--- config.mk ---
export PLATFORM = sky130hd
export DESIGN_NAME = bin2bcd_seq
export DESIGN_NICKNAME = d
export VERILOG_FILES = /design/src/rtl/bin2bcd_seq.sv
export SDC_FILE = /design/constraint.sdc
export NUM_CORES = 1
export LEC_CHECK = 0
export ABC_AREA = 1
export CAP_MARGIN = 20
export CORE_MARGIN = 2
export CORE_UTILIZATION = 54
export DETAILED_ROUTE_END_ITERATION = 8
export PLACE_DENSITY = 0.79
export RECOVER_POWER = 25
export SYNTH_ARGS = -nofsm -noshare
export SYNTH_HDL_FRONTEND = slang
export SYNTH_SLANG_ARGS = --single-unit
--- constraint.sdc ---
create_clock -name clk -period 1.6 [get_ports clk]
set_input_delay 0.32 -clock clk [delete_from_list [all_inputs] [get_ports clk]]
set_output_delay 0.32 -clock clk [all_outputs]
set_load 0.1 [all_outputs]
--- src/rtl/bin2bcd_seq.sv ---
// Sequential binary-to-BCD converter (shift-and-add-3), one adjust+shift step per clock,
// with valid/ready handshakes, leading-zero blanking and overflow reporting.
module bin2bcd_seq #(
  parameter int BIN_W  = 16,
  parameter int DIGITS = 5
) (
  input  logic                  clk,
  input  logic                  rst_n,
  input  logic                  in_valid,
  output logic                  in_ready,
  input  logic [BIN_W-1:0]      bin_in,
  output logic                  out_valid,
  input  logic                  out_ready,
  output logic [4*DIGITS-1:0]   bcd_out,
  output logic [DIGITS-1:0]     blank,
  output logic                  overflow
);

  localparam int CNT_W = $clog2(BIN_W + 1);
  localparam int BCD_W = 4 * DIGITS;

  localparam logic [1:0] IDLE  = 2'd0;
  localparam logic [1:0] SHIFT = 2'd1;
  localparam logic [1:0] DONE  = 2'd2;

  logic [1:0]       state;
  logic [BIN_W-1:0] shreg;
  logic [CNT_W-1:0] cnt;
  logic [BCD_W-1:0] bcd_acc;
  logic             ovf_acc;

  logic [BCD_W-1:0] bcd_adj;
  logic [BCD_W-1:0] bcd_nxt;
  logic [BIN_W-1:0] sh_nxt;
  logic             ovf_nxt;

  // Per-digit add-3 for digits >= 5; digits are independent, no carry between them.
  function automatic logic [BCD_W-1:0] add3_digits(input logic [BCD_W-1:0] d);
    logic [BCD_W-1:0] r;
    r = d;
    for (int i = 0; i < DIGITS; i++) begin
      if (d[4*i +: 4] >= 4'd5) r[4*i +: 4] = d[4*i +: 4] + 4'd3;
    end
    return r;
  endfunction

  // Bit i set when digit i and every higher digit are zero; the ones digit is never blanked.
  function automatic logic [DIGITS-1:0] lz_mask(input logic [BCD_W-1:0] d);
    logic [DIGITS-1:0] m;
    logic              zero_above;
    m          = '0;
    zero_above = 1'b1;
    for (int i = DIGITS - 1; i >= 1; i--) begin
      zero_above = zero_above && (d[4*i +: 4] == 4'd0);
      m[i]       = zero_above;
    end
    return m;
  endfunction

  always_comb begin
    bcd_adj = add3_digits(bcd_acc);
    bcd_nxt = {bcd_adj[BCD_W-2:0], shreg[BIN_W-1]};
    sh_nxt  = shreg << 1;
    // The bit leaving the top digit is a dropped multiple of 10^DIGITS.
    ovf_nxt = ovf_acc | bcd_adj[BCD_W-1];
  end

  assign in_ready  = (state == IDLE);
  assign out_valid = (state == DONE);

  always_ff @(posedge clk or negedge rst_n) begin
    if (!rst_n) begin
      state    <= IDLE;
      shreg    <= '0;
      cnt      <= '0;
      bcd_acc  <= '0;
      ovf_acc  <= 1'b0;
      bcd_out  <= '0;
      blank    <= '0;
      overflow <= 1'b0;
    end else begin
      case (state)
        IDLE: begin
          if (in_valid && in_ready) begin
            shreg   <= bin_in;
            bcd_acc <= '0;
            ovf_acc <= 1'b0;
            cnt     <= CNT_W'(BIN_W);
            state   <= SHIFT;
          end
        end
        SHIFT: begin
          shreg   <= sh_nxt;
          bcd_acc <= bcd_nxt;
          ovf_acc <= ovf_nxt;
          cnt     <= cnt - CNT_W'(1);
          // Results are published only on the final step so outputs hold while converting.
          if (cnt == CNT_W'(1)) begin
            state    <= DONE;
            bcd_out  <= bcd_nxt;
            blank    <= lz_mask(bcd_nxt);
            overflow <= ovf_nxt;
          end
        end
        DONE: begin
          if (out_ready) state <= IDLE;
        end
        default: state <= IDLE;
      endcase
    end
  end

endmodule

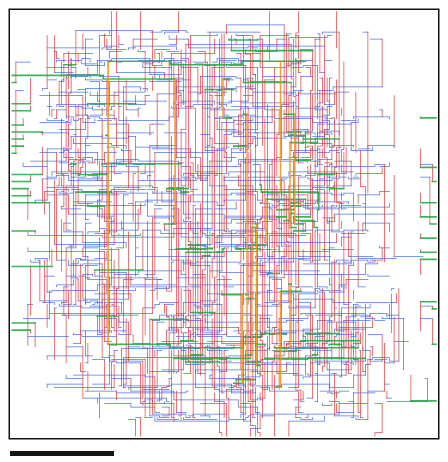
Figure 1: run 1, signal wires by layer.
The bar under the picture is 20 µm long.
| color | layer | wire length |
|---|---|---|
| blue | metal 1 | 3780 µm |
| red | metal 2 | 4800 µm |
| orange | metal 4 | 307 µm |
| green | metal 3 | 540 µm |
GRT Resource Usage Total: 25.7%
Final Routed Wirelength: 9420 µm
vias post-DR: 3129

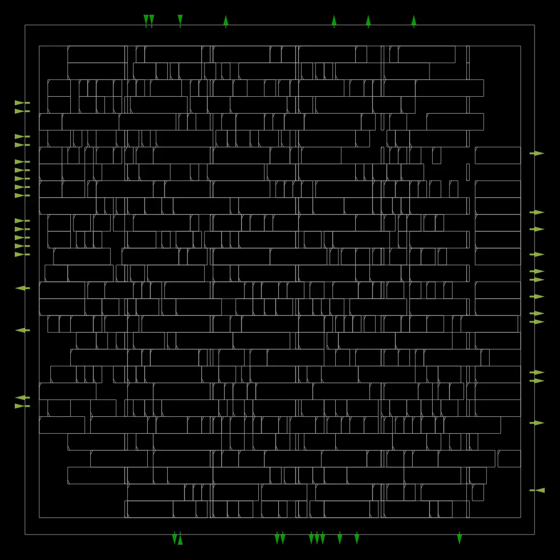
Figure 2: run 1, cell placement.
fraction of the core area covered by cells at the end of the flow: 81.7%
inserted tap cell count: 75
fraction of standard cell area that is sequential: 35.7%
Std-Cell Core Area: 0.00592 mm²
final cell count without fillers: 536

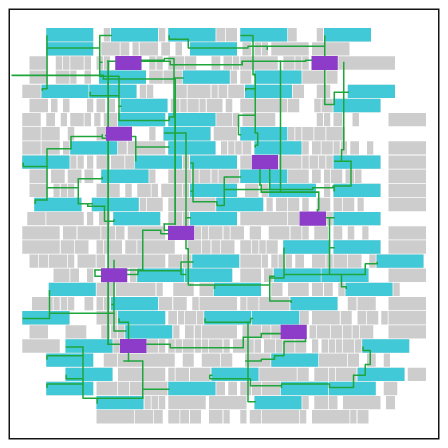
Figure 3: run 1, clock distribution.
[green] clock wires | length: 940 µm
[purple] clock drivers | count: 9
[cyan] flip-flops | count: 69
flops lie: all over the die
routed clock nets: 10
clock skew: 10.4 ps
clock latency reported for the late side of the worst-skew pair: 370 ps

==> run summary, run 1 <==
This memo summarizes the results of the implementation run.

Layout
Per the layout area report, the combinational fraction of cell area is 33.1%. The number of antenna cells inserted is 0. Non-clock inverters in the final layout number 39. The most common logic cells in the final layout are 94 x sky130_fd_sc_hd__nand2_1, 69 x sky130_fd_sc_hd__dfrtp_1, 33 x sky130_fd_sc_hd__o21ai_0. Per the layout report, the design carries 325 filler cells. The class occupying the most area after layout is reported as sequential cells. Clock cells make up 4.97% of the layout cell area.

The number of flip-flops and latches is 69. The area taken by flip-flops and latches is 0.00173 mm². According to the finish report, the design has a final net count of 488.

The plain and repair buffers instantiated in the layout total 79. The clock buffers instantiated in the layout total 12. The layout report lists the multi-input gate area as 0.00160 mm².

Critical path
The register-to-register setup slack is -40 ps. Per STA, the worst path is made up of inv_2 > ha_4 > inv_2 > nand2_4 > nand3_4 > o21ai_4 > nand2_2 > nor2_4 > nand4_1 > nand2_1. The endpoint of the worst register-to-register path is blank[1]. According to the timing report, the data required time at the worst endpoint equals 1900 ps. The largest fanout on the critical path is 4. The critical path runs through a total of 10 cells.

The critical path's slowest cell is sky130_fd_sc_hd__dfrtp_1. The most critical setup path has its endpoint at blank[1]. The worst setup path startpoint is bcd_acc[8]. The longest individual stage delay on the worst path is 410 ps. Grouping stages by cell kind, the critical path spends the most delay in simple AND/OR/NAND/NOR gates.

The kind of capture point of the worst setup path is a flip-flop. The startpoint of the worst register-to-register path is bcd_acc[8]. For the worst setup path, the data arrival time is 1950 ps.

Placed design
The count of input and output buffers is 46. Once placement completed, the tool counted placed cells totaling 498. Note, the detailed placer reported a final HPWL of 5030 µm. At the end of routability-driven placement, the weighted congestion stood at 0.858.

Final timing
The max-slew check reports its worst relative slack as 38.0%. The final number of setup-violating endpoints is 1. The final period utilization is 103%.

Across all setup checks in the final design, the least slack found is -43.8 ps. After layout, the minimum clock period comes to 1640 ps. In the final report, the number of hold violations comes to 0.

CTS
The clock net sink count is 69. TritonCTS built the clock tree. The H-tree depth is 3.

The TritonCTS buffer count is 9. The clock input transition at the sequential cells of the worst setup and hold paths is 80 ps.

Logic synthesis
The synthesized netlist devotes 4.54% of its cell area to adder and majority cells. When the netlist entered floorplanning its net count stood at 411. Sequential cells were found to cover 52.2% of the synthesized design area.

The synthesized area divided by synthesized cell count is 8.73 µm². The post-synthesis async set-or-reset flop share is 100%. Yosys reports a chip area of 0.00331 mm². Counting every instance in the synthesized netlist gives 379.

During synthesis, Yosys emitted a total of 0 warnings. Summing the areas of all and, or, nand and nor instances in the mapped netlist gives 22.5% of the synthesized area. By area, the combinational part of the netlist is dominated by simple AND/OR/NAND/NOR gates.

Routing
The routed design shows a via density per instance of 5.84. The uppermost signal routing layer after detailed routing is met4. For this run, the detailed router's first-pass iteration total came to 5.

The mean routed wirelength per cell is 17.6 µm. Summed over all nets, wire length on met3 after detailed routing comes to 539 µm. For this run, design rule violations remaining after detail routing come to 0.

Global routing
After global routing the overflow that remains totals 0. Global routing put the most usage on met2. The global-route track usage on met2 is 38.1%. The first global-routing pass estimated 13000 µm of wire.

The number of global-route vias before repair is 2767. The global routing report lists met3 layer usage as 6.52%. The met1 demand-to-capacity share in global routing is 35.8%.

Run status
The checks that failed: setup timing. The run finished, with violations left.

Flow run
Summing over the stages, the warning tally comes to 33. The number of maximum-capacitance violations recorded for the run is 0.

Floorplanning
The site row count is 28. The starting density of the core is 55.9%. 48 I/O pins were placed.

Worst hold path
The worst hold path begins at shreg[8]. The worst-case hold path end point is shreg[8].
run 1: cells by family (layout without fill, tap and decap cells):
kind of cell / count (synthesis) / after routing
compound gates: 74 / 74
flops: 69 / 69
mux: 1 / 1
buf+inv: 52 / 134
other cells: 1 / 1
simple gates: 169 / 169
fa+ha+maj: 12 / 12
xor+xnor: 1 / 1
run 1: state kept, by name, summed over array words and instances, names as in the netlist:
name      count
state         2
blank         4
shreg        16
ovf_acc       1
bcd_acc      20
bcd_out      20
overflow      1
cnt           5
run 1: synthesized netlist by cell type, drive strengths merged (3+ instances only):
cell    number  share of area, %
nand2      116                13
dfrtp       69                52
inv         39               4.5
o21ai       35               5.3
nand3       20               3.0
o22ai       19               3.6
nor2        18               2.8
ha          12               4.5
nand4        9               2.2
buf          8               1.8
a22oi        7               1.6
a21oi        5              0.76
clkbuf       5              0.57
o211ai       4               1.1
and2         3              0.57
run 1: per-stage QoR:
stage / worst slack [ps] / utilization [%] / setup TNS (ps)
3_5_place_dp: -97.7 / 71.0 / -533
6_report: -43.8 / 81.7 / -43.8
2_1_floorplan: -93.8 / - / -2450
3_3_place_gp: -31.2 / 71.0 / -79.5
5_1_grt: -124 / 81.7 / -248
4_1_cts: 21.7 / 76.4 / 0
run 1: repair_timing:
item	4_1_cts	5_1_grt
hold buffers	1	0
gates resized	9	62
setup endpoints to repair	4	8
endpoints found under the hold margin	28	0
buffers inserted	6	15
pin swaps	2	20
Figure 4. Pin map (run 1).
Pins as bars across the die edge, other pins in gray.
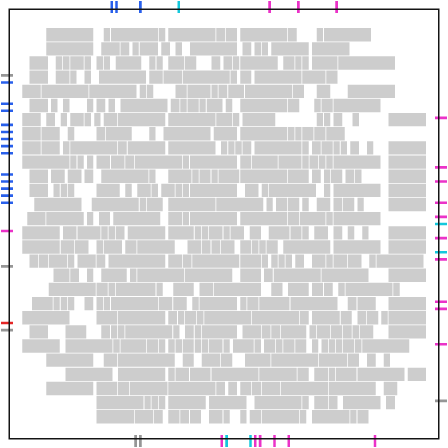

==> run 2: changes to the inputs <==
- REMOVE_ABC_BUFFERS: default -> 1
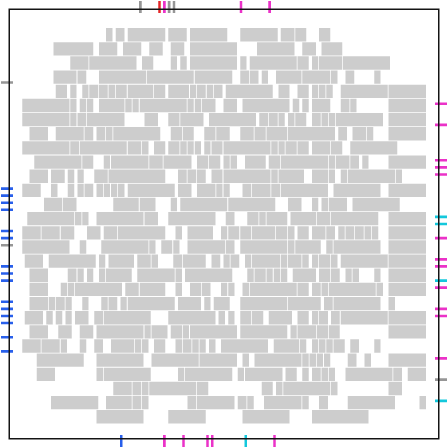
Figure 5: run 2, pin map.
Pins as bars across the die edge, other pins in gray.
| color | port | pins | direction | edge |
|---|---|---|---|---|
| red | in_ready | 1 | output | top |
| cyan | blank | 5 | output | 4 right, 1 bottom |
| blue | bin_in | 16 | input | 15 left, 1 bottom |
| magenta | bcd_out | 20 | output | 12 right, 5 bottom, 3 top |
height of the chip: 82.3 µm
horizontal extent of the die: 82.3 µm
Port Buf Inserts: 46

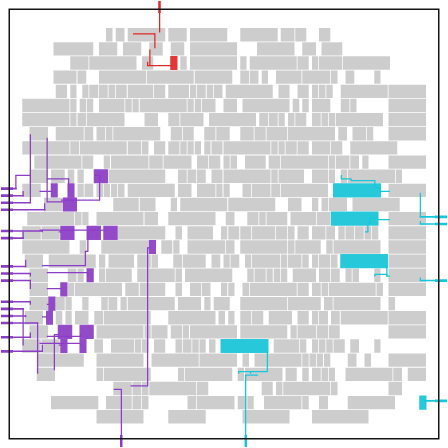
Figure 6: run 2, port wiring.
| color | port | bits | direction | edge | end cells | buffers | wire |
|---|---|---|---|---|---|---|---|
| cyan | blank | 5 | output | 4 right, 1 bottom | 5 | 4 | 66.8 µm |
| purple | bin_in | 16 | input | 15 left, 1 bottom | 16 | 16 | 238 µm |
| red | in_ready | 1 | output | top | 1 | 2 | 19.1 µm |
I/O pin cnt: 48

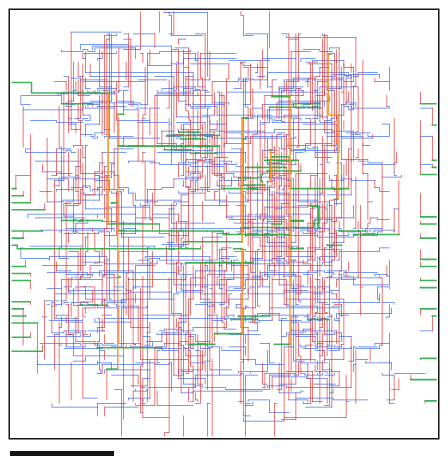
Figure 7: run 2, signal wires by layer.
The bar under the picture is 20 µm long.
| color | layer | wire length |
|---|---|---|
| orange | metal 4 | 198 µm |
| red | metal 2 | 4070 µm |
| blue | metal 1 | 3280 µm |
| green | metal 3 | 454 µm |
vias post-DR: 2967
GRT Resource Usage Total: 24.8%
wire length per cell: 15.3 µm
Final Routed Wirelength: 8000 µm

==> run 2 against run 1 <==
The run now ends clean; core utilization shrank 4.2 points; register-to-register slack improved by 70 ps; sequential share of layout area grew 2.0 points; largest cell class unchanged.
==> run summary, run 2 <==
This memo summarizes the results of the implementation run.

Run status
The flow ran to the end, and the final reports show no timing, DRC or antenna violations.

Layout
The multi-input gate share of total cell area is 32.1% (-1.0 points). The combinational gate area is 0.00147 mm² (-8.1%). The final instance area is 0.00459 mm². In the layout the commonest cells are 103 x sky130_fd_sc_hd__nand2_1, 69 x sky130_fd_sc_hd__dfrtp_1, 33 x sky130_fd_sc_hd__o21ai_0.

The area taken by flip-flops and latches is 0.00173 mm² (unchanged). The number of clock buffer instances in the layout is 13 (+1). In the final layout, the registers with the most flip-flops are bcd_acc x20, bcd_out x20, shreg x16. The number of antenna cells inserted was 0 (unchanged). The share of post-route cells with drive strength above 1 is 25.4%. The non-clock buffer instance count of the final layout was 67 (-15%). The number of ordinary inverters in the final layout was 39 (unchanged). Among all cell classes, the greatest summed area belongs to sequential cells.

The count of fill cells added during filler insertion is 387 (+19%). The number of nets in the layout was 476 (-2.5%). The fraction of standard cell area that is sequential was 37.6% (+2.0 points).

The count of multi-input gates is 258. Of all the cell area in the finished design, non-clock buffers hold 19.6%. The signed area change from the synthesized netlist to the final layout is 38.7%. The final-layout clock-cell area share is 5.32% (+0.35 points).

The final core area utilization is 77.5% (-4.2 points). The number of flip-flops and latches was 69 (unchanged). The top cell type in the final layout, fill and taps aside, is sky130_fd_sc_hd__nand2_1.

Routing
Per the log, the first TritonRoute iteration ended with a DRC count of 258. The number of design rule violations left after detail routing came to 0 (unchanged). The uppermost signal routing layer after detailed routing is met4.

The count of TritonRoute iterations in the first routing pass is 5 (unchanged). The count of nets left with antenna violations once routing finished came out at 0. The wire length on met3 was 454 µm (-16%). The via density per instance is 5.66 (-3.0%).

Critical path
The largest fanout on the critical path came to 3 (-1). The critical path data required time was 1280 ps (-620 ps). The element type at the critical path start is a flip-flop. The worst setup path is captured at an output pin. The arrival time of the worst setup path is 1270 ps (-680 ps).

Logic synthesis
The most repeated cell in the gate-level netlist after synthesis is sky130_fd_sc_hd__nand2_1. The unique cell type count in the Yosys netlist is 35. The synthesized area divided by synthesized cell count is 8.73 µm² (unchanged). Summing every instance area after synthesis gives 0.00331 mm². In the post-synthesis netlist, the biggest area contributors are sky130_fd_sc_hd__dfrtp_1 52%, sky130_fd_sc_hd__nand2_1 13%, sky130_fd_sc_hd__o21ai_0 5.1%.

The summed standard-cell area reported by yosys is 0.00331 mm² (unchanged). The share of the yosys chip area belonging to registers came to 52.2% (unchanged). The number of warnings printed during yosys synthesis came to 0 (unchanged). For reference, the top cells by count after synthesis are 115 x sky130_fd_sc_hd__nand2_1, 69 x sky130_fd_sc_hd__dfrtp_1, 35 x sky130_fd_sc_hd__inv_1. The leading area contributor after synthesis is sky130_fd_sc_hd__dfrtp_1. The synthesized instance count is 379 (unchanged). The area share of the largest cell type after synthesis is 52.2% (unchanged). The number of enable-type register cells in the synthesized netlist is 0. Yosys stat counts 379 cells in the synthesized netlist. The post-synthesis async set-or-reset flop share is 100% (unchanged).

CTS
The clock input transition at the sequential cells of the worst setup and hold paths was 80 ps (about the same). The TritonCTS buffer count is 9 (unchanged). The TritonCTS clock tree is done. The source-to-sink clock delay at the later pin of the worst-skew pair is 350 ps (-20 ps). The clock net sink count is 69 (unchanged). The clock root buffer master is sky130_fd_sc_hd__clkbuf_8. The H-tree depth is 3 (unchanged).

Final timing
The final number of setup-violating endpoints is 0 (-1). The tightest slew margin relative to the limit is 38.9% (+0.89 points). The final period utilization is 99.3% (-3.4 points). The fmax is 629 MHz. The final timing report lists a max-slew violation count of 0. The post-route minimum period is 1590 ps (-54.5 ps). The accumulated negative setup slack came to 0 ps (+43.8 ps). Setup repair after global routing could not meet its margin everywhere. The worst-case clock skew is 9.52 ps (-0.835 ps). The total count of hold-check failures in the final report is 0 (unchanged). The worst hold slack after final layout is 489 ps.

Global routing
The global-route wire length before repair is 12700 µm (-2.5%). The overflow left after global routing is 0 (unchanged). Global routing put the most usage on met2.

The met1 demand-to-capacity share in global routing is 31.6% (-4.2 points). The maximum number of pins on one net before global-route repair is 70. The number of global-route vias before repair is 2774 (+0.25%). The global-route track usage on met2 is 40.8% (+2.7 points). The global routing usage on met3 is 4.24% (-2.3 points).

Floorplanning
The core area is 0.00592 mm² (unchanged). The site row count was 28 (unchanged). The starting density of the core came to 55.9% (unchanged). The die covers 0.00677 mm². The tap cell instance count is 75 (unchanged).

Flow run
The number of max-cap violations is 0 (unchanged). The count of warning messages emitted by the tools was 32 (-3.0%).

Worst hold path
The type recorded for the worst min-delay path is flip-flop to flip-flop.

Placed design
The routability-driven placement congestion ratio is 0.901 (+5.0%). The half-perimeter wire length after placement is 4940 µm (-1.7%).
[run 2: cell counts after synthesis]
No cell type changed its count.
[run 2: what timing repair did]
action,CTS,global route
endpoints found under the hold margin,26,0
gates resized,6,40
endpoints found under the setup margin,6,11
pin swaps,1,15
setup buffers,4,4
hold buffers,1,0
[run 2: stage by stage]
| step | std cells | setup slack [ps] |
|---|---|---|
| after global placement | 499 | -75.7 |
| final | 524 | 10.6 |
| after global routing | 524 | -75.5 |
| after floorplan | 366 | -1220 |
| after detailed placement | 499 | -116 |
| after CTS | 520 | 9.05 |
[run 2: worst max-delay path, stage by stage, from the launching register on]
cell,delay (ps)
sky130_fd_sc_hd__dfrtp_1,420
sky130_fd_sc_hd__inv_1,80
sky130_fd_sc_hd__nor2_1,210
sky130_fd_sc_hd__buf_12,210
[run 2: kinds of logic after synthesis]
| kind of cell | synth area share, % |
|---|---|
| AOI/OAI and AO/OA | 13.2 |
| and+or+nand+nor | 22.5 |
| other | 0.113 |
| xor gates and xnor gates | 0.265 |
| DFF | 52.2 |
| muxes | 0.303 |
| adders and majority gates | 4.54 |
| buffers and inverters | 6.88 |
[run 2: final timing paths]
path                             start           to  slack (ps)  depth (start not counted)
min in group asynchronous        rst_n   bcd_out[6]         730                          3
hold / removal                shreg[4]     shreg[4]         490                          2
max in group asynchronous        rst_n  bcd_out[11]         260                          3
setup reg to reg           bcd_acc[16]     blank[1]          30                          9
hold reg to reg               shreg[4]     shreg[4]         490                          2
setup / recovery              state[1]    out_valid          10                          3
